Fig. 1: supply network
Pins as bars on the die edge. Tap cells in gray.
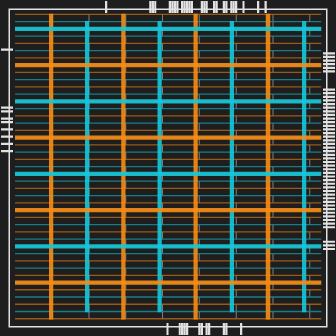
Fig. 2: placed cells, one color a class
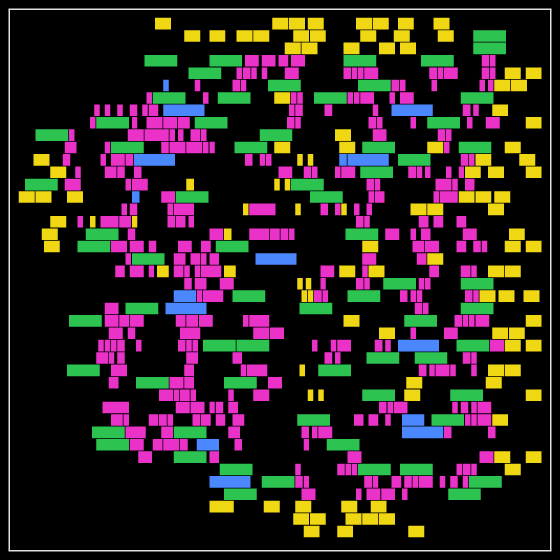
## src/rtl/pci_blue_delayed_read_ctrl_if.sv

```systemverilog
// Target/host/FIFO-side signal bundle for the delayed read controller.
// slave: controller view; master: Target/host/FIFO environment view.
interface pci_blue_delayed_read_ctrl_if;
  logic        tgt_read_req;
  logic [31:0] tgt_read_address;
  logic [3:0]  tgt_read_command;
  logic [3:0]  tgt_read_cbe;
  logic        tgt_write_seen;
  logic        tgt_read_done;
  logic        dr_resp_valid;
  logic        dr_resp_hit;
  logic        host_read_issue;
  logic        host_read_issue_ack;
  logic [31:0] host_read_address;
  logic [3:0]  host_read_command;
  logic [3:0]  host_read_cbe;
  logic        delayed_read_data_available;
  logic        master_seeing_write_fence;
  logic        delayed_read_flush;
  logic        dr_collision_event;
  logic        dr_discard_event;
  logic        dr_busy;

  modport slave (
    input  tgt_read_req,
    input  tgt_read_address,
    input  tgt_read_command,
    input  tgt_read_cbe,
    input  tgt_write_seen,
    input  tgt_read_done,
    output dr_resp_valid,
    output dr_resp_hit,
    output host_read_issue,
    input  host_read_issue_ack,
    output host_read_address,
    output host_read_command,
    output host_read_cbe,
    input  delayed_read_data_available,
    input  master_seeing_write_fence,
    output delayed_read_flush,
    output dr_collision_event,
    output dr_discard_event,
    output dr_busy
  );

  modport master (
    output tgt_read_req,
    output tgt_read_address,
    output tgt_read_command,
    output tgt_read_cbe,
    output tgt_write_seen,
    output tgt_read_done,
    input  dr_resp_valid,
    input  dr_resp_hit,
    input  host_read_issue,
    output host_read_issue_ack,
    input  host_read_address,
    input  host_read_command,
    input  host_read_cbe,
    output delayed_read_data_available,
    output master_seeing_write_fence,
    input  delayed_read_flush,
    input  dr_collision_event,
    input  dr_discard_event,
    input  dr_busy
  );
endinterface

```

## src/rtl/pci_blue_delayed_read_ctrl.sv

```systemverilog
// Sequences the single outstanding PCI Delayed Read: latch, retry, issue,
// wait data+fence, complete; flush on write collision or discard timeout.
// Ports: pci_clk, pci_reset_comb (sync, active-high), bus (slave modport).
module pci_blue_delayed_read_ctrl #(
  parameter int DISCARD_CYCLES = 32768,
  parameter int TIMER_WIDTH    = 16
) (
  input logic                         pci_clk,
  input logic                         pci_reset_comb,
  pci_blue_delayed_read_ctrl_if.slave bus
);

  typedef enum logic [3:0] {
    S_IDLE  = 4'b0001,
    S_ISSUE = 4'b0010,
    S_PEND  = 4'b0100,
    S_READY = 4'b1000
  } state_t;

  localparam logic [TIMER_WIDTH-1:0] CNT_LAST =
    TIMER_WIDTH'(DISCARD_CYCLES - 1);
  localparam logic [TIMER_WIDTH-1:0] CNT_MAX = '1;

  state_t state, state_n;

  logic [31:0] addr, addr_n;
  logic [3:0]  cmd, cmd_n;
  logic [3:0]  cbe, cbe_n;
  logic        fence, fence_n;
  logic        hit_taken, hit_taken_n;
  logic [TIMER_WIDTH-1:0] cnt, cnt_n;

  logic resp_valid, resp_valid_n;
  logic resp_hit, resp_hit_n;
  logic flush, flush_n;
  logic coll, coll_n;
  logic disc, disc_n;

  logic match;
  logic fence_set;

  // Byte offset bits are not part of the request identity.
  assign match = (bus.tgt_read_address[31:2] == addr[31:2])
              && (bus.tgt_read_command == cmd)
              && (bus.tgt_read_cbe == cbe);

  // Fence may arrive in the same cycle as the data.
  assign fence_set = fence | bus.master_seeing_write_fence;

  always_ff @(posedge pci_clk) begin
    if (pci_reset_comb) begin
      state      <= S_IDLE;
      addr       <= '0;
      cmd        <= '0;
      cbe        <= '0;
      fence      <= 1'b0;
      hit_taken  <= 1'b0;
      cnt        <= '0;
      resp_valid <= 1'b0;
      resp_hit   <= 1'b0;
      flush      <= 1'b0;
      coll       <= 1'b0;
      disc       <= 1'b0;
    end else begin
      state      <= state_n;
      addr       <= addr_n;
      cmd        <= cmd_n;
      cbe        <= cbe_n;
      fence      <= fence_n;
      hit_taken  <= hit_taken_n;
      cnt        <= cnt_n;
      resp_valid <= resp_valid_n;
      resp_hit   <= resp_hit_n;
      flush      <= flush_n;
      coll       <= coll_n;
      disc       <= disc_n;
    end
  end

  always_comb begin
    state_n      = state;
    addr_n       = addr;
    cmd_n        = cmd;
    cbe_n        = cbe;
    fence_n      = fence;
    hit_taken_n  = hit_taken;
    cnt_n        = cnt;
    resp_valid_n = bus.tgt_read_req;
    resp_hit_n   = 1'b0;
    flush_n      = 1'b0;
    coll_n       = 1'b0;
    disc_n       = 1'b0;

    unique case (1'b1)
      (state == S_IDLE): begin
        if (bus.tgt_read_req) begin
          addr_n  = bus.tgt_read_address;
          cmd_n   = bus.tgt_read_command;
          cbe_n   = bus.tgt_read_cbe;
          state_n = S_ISSUE;
        end
      end

      (state == S_ISSUE): begin
        fence_n = 1'b0;
        // Not enqueued yet, so nothing to flush.
        if (bus.tgt_write_seen) coll_n = 1'b1;
        if (bus.host_read_issue_ack) state_n = S_PEND;
      end

      (state == S_PEND): begin
        fence_n = fence_set;
        if (bus.tgt_write_seen) begin
          coll_n  = 1'b1;
          flush_n = 1'b1;
          state_n = S_ISSUE;
        end else if (bus.delayed_read_data_available
                     && fence_set) begin
          cnt_n       = '0;
          hit_taken_n = 1'b0;
          state_n     = S_READY;
        end
      end

      (state == S_READY): begin
        if (!hit_taken && cnt != CNT_MAX) cnt_n = cnt + 1'b1;
        if (bus.tgt_read_done) begin
          flush_n = 1'b1;
          state_n = S_IDLE;
        end else if (bus.tgt_write_seen) begin
          coll_n  = 1'b1;
          flush_n = 1'b1;
          state_n = S_ISSUE;
        end else if (bus.tgt_read_req && match) begin
          // A hit freezes the discard timer.
          resp_hit_n  = 1'b1;
          hit_taken_n = 1'b1;
          cnt_n       = cnt;
        end else if (!hit_taken && cnt == CNT_LAST) begin
          disc_n  = 1'b1;
          flush_n = 1'b1;
          state_n = S_IDLE;
        end
      end

      default: state_n = S_IDLE;
    endcase
  end

  assign bus.dr_resp_valid      = resp_valid;
  assign bus.dr_resp_hit        = resp_hit;
  assign bus.host_read_issue    = (state == S_ISSUE);
  assign bus.host_read_address  = addr;
  assign bus.host_read_command  = cmd;
  assign bus.host_read_cbe      = cbe;
  assign bus.delayed_read_flush = flush;
  assign bus.dr_collision_event = coll;
  assign bus.dr_discard_event   = disc;
  assign bus.dr_busy            = (state != S_IDLE);

endmodule

```

## src/flat_wrapper.sv

```systemverilog
// flat-port wrapper written by rule: the top's interface ports become plain ports
module pci_blue_delayed_read_ctrl_flat 
#(
  parameter int DISCARD_CYCLES = 32768,
  parameter int TIMER_WIDTH    = 16
)
  (pci_clk, pci_reset_comb, bus_tgt_read_req, bus_tgt_read_address, bus_tgt_read_command, bus_tgt_read_cbe, bus_tgt_write_seen, bus_tgt_read_done, bus_dr_resp_valid, bus_dr_resp_hit, bus_host_read_issue, bus_host_read_issue_ack, bus_host_read_address, bus_host_read_command, bus_host_read_cbe, bus_delayed_read_data_available, bus_master_seeing_write_fence, bus_delayed_read_flush, bus_dr_collision_event, bus_dr_discard_event, bus_dr_busy);
  pci_blue_delayed_read_ctrl_if bus_i ();
  input logic pci_clk;
  input logic pci_reset_comb;
  input wire logic [$bits(bus_i.tgt_read_req)-1:0] bus_tgt_read_req;
  input wire logic [$bits(bus_i.tgt_read_address)-1:0] bus_tgt_read_address;
  input wire logic [$bits(bus_i.tgt_read_command)-1:0] bus_tgt_read_command;
  input wire logic [$bits(bus_i.tgt_read_cbe)-1:0] bus_tgt_read_cbe;
  input wire logic [$bits(bus_i.tgt_write_seen)-1:0] bus_tgt_write_seen;
  input wire logic [$bits(bus_i.tgt_read_done)-1:0] bus_tgt_read_done;
  output wire logic [$bits(bus_i.dr_resp_valid)-1:0] bus_dr_resp_valid;
  output wire logic [$bits(bus_i.dr_resp_hit)-1:0] bus_dr_resp_hit;
  output wire logic [$bits(bus_i.host_read_issue)-1:0] bus_host_read_issue;
  input wire logic [$bits(bus_i.host_read_issue_ack)-1:0] bus_host_read_issue_ack;
  output wire logic [$bits(bus_i.host_read_address)-1:0] bus_host_read_address;
  output wire logic [$bits(bus_i.host_read_command)-1:0] bus_host_read_command;
  output wire logic [$bits(bus_i.host_read_cbe)-1:0] bus_host_read_cbe;
  input wire logic [$bits(bus_i.delayed_read_data_available)-1:0] bus_delayed_read_data_available;
  input wire logic [$bits(bus_i.master_seeing_write_fence)-1:0] bus_master_seeing_write_fence;
  output wire logic [$bits(bus_i.delayed_read_flush)-1:0] bus_delayed_read_flush;
  output wire logic [$bits(bus_i.dr_collision_event)-1:0] bus_dr_collision_event;
  output wire logic [$bits(bus_i.dr_discard_event)-1:0] bus_dr_discard_event;
  output wire logic [$bits(bus_i.dr_busy)-1:0] bus_dr_busy;
  assign bus_i.tgt_read_req = bus_tgt_read_req;
  assign bus_i.tgt_read_address = bus_tgt_read_address;
  assign bus_i.tgt_read_command = bus_tgt_read_command;
  assign bus_i.tgt_read_cbe = bus_tgt_read_cbe;
  assign bus_i.tgt_write_seen = bus_tgt_write_seen;
  assign bus_i.tgt_read_done = bus_tgt_read_done;
  assign bus_dr_resp_valid = bus_i.dr_resp_valid;
  assign bus_dr_resp_hit = bus_i.dr_resp_hit;
  assign bus_host_read_issue = bus_i.host_read_issue;
  assign bus_i.host_read_issue_ack = bus_host_read_issue_ack;
  assign bus_host_read_address = bus_i.host_read_address;
  assign bus_host_read_command = bus_i.host_read_command;
  assign bus_host_read_cbe = bus_i.host_read_cbe;
  assign bus_i.delayed_read_data_available = bus_delayed_read_data_available;
  assign bus_i.master_seeing_write_fence = bus_master_seeing_write_fence;
  assign bus_delayed_read_flush = bus_i.delayed_read_flush;
  assign bus_dr_collision_event = bus_i.dr_collision_event;
  assign bus_dr_discard_event = bus_i.dr_discard_event;
  assign bus_dr_busy = bus_i.dr_busy;
  pci_blue_delayed_read_ctrl #(.DISCARD_CYCLES(DISCARD_CYCLES), .TIMER_WIDTH(TIMER_WIDTH)) u_core (.pci_clk(pci_clk), .pci_reset_comb(pci_reset_comb), .bus(bus_i));
endmodule
```

## config.mk

```make
export PLATFORM = sky130hd
export DESIGN_NAME = pci_blue_delayed_read_ctrl_flat
export DESIGN_NICKNAME = d
export VERILOG_FILES = /design/src/rtl/pci_blue_delayed_read_ctrl_if.sv /design/src/rtl/pci_blue_delayed_read_ctrl.sv /design/src/flat_wrapper.sv
export SDC_FILE = /design/constraint.sdc
export NUM_CORES = 1
export LEC_CHECK = 0
export CAP_MARGIN = 20
export CORE_MARGIN = 1.5
export CORE_UTILIZATION = 25
export CTS_CLUSTER_DIAMETER = 50
export CTS_CLUSTER_SIZE = 28
export DETAILED_ROUTE_END_ITERATION = 16
export GPL_TIMING_DRIVEN = 0
export PLACE_DENSITY = 0.43
export SKIP_CTS_REPAIR_TIMING = 1
export SYNTH_ARGS = -nofsm -noshare
export SYNTH_HDL_FRONTEND = slang
export SYNTH_SLANG_ARGS = --single-unit
export TNS_END_PERCENT = 5
```

## constraint.sdc

```tcl
create_clock -name pci_clk -period 2.92 [get_ports pci_clk]
set_input_delay 0.438 -clock pci_clk [delete_from_list [all_inputs] [get_ports pci_clk]]
set_output_delay 0.438 -clock pci_clk [all_outputs]
set_load 0.02 [all_outputs]
```

==> results_slide.txt <==
Implementation Results

Synthesis
  – Synth async-reset ratio: 0%
  – Ys cells: 412
  – Cell type with the largest total area: dfxtp_1
  – Yosys warns: 0
  – Top logic family: simple AND/OR/NAND/NOR gates
  – Synth mux share: 0%

Timing
  – Final setup violation count: 0
  – Final Cycle Share: 93.1%
  – Max Slew Vio Count: 0

Setup path
  – Crit Reg-Reg Endpoint: u_core.state[0]
  – Reg2Reg Setup Slack: 0.41 ns
  – Worst setup EP type: flip-flop

Outcome
  – Status: complete, no violations

Die
  – Chip area: 0.0141 sq mm

Global route
  – Vias in the first global route: 3225
  – GRT overflow: 0
  – Top Usage Layer GRT: met2
  – Initial antenna violation count: 0
  – Global-route track usage on met1: 20.5%

Placed design
  – Post-DP HPWL: 7990 microns
  – Pre-CTS setup slack: -0.241 ns

Finish
  – Area-dominant class: combinational gates
  – Post-Layout Cell Count: 697
  – Signal buffers: 115

Pwr
  – Switching Share: 34.8%
  – P_seq: 1170 uW

Clock tree
  – Root Driver: clkbuf_16
  – Longest Clk Path Bufs: 2
  – # clock sinks: 67

Flow run
  – Max-cap violations: 0
-- Fig. 1 (at the start) --
- cyan: VDD
- orange: VSS
- rows: 42
- met4 straps: 8

-- Fig. 2 (at the start) --
- magenta: remaining logic cells (cells 324; share of their area 42%)
- yellow: remaining buffers and delay cells (cells 115; share of their area 23%)
- green: registers (cells 67; share of their area 29%)
- blue: clock drivers and dummy loads (cells 15; share of their area 6.1%)
Design Area, Final: 0.00478 sq mm
count of standard-cell rows: 42
sequential portion of the cell area: 28.0%
post-layout util: 36.4%

Power and IR drop assume default switching activity.
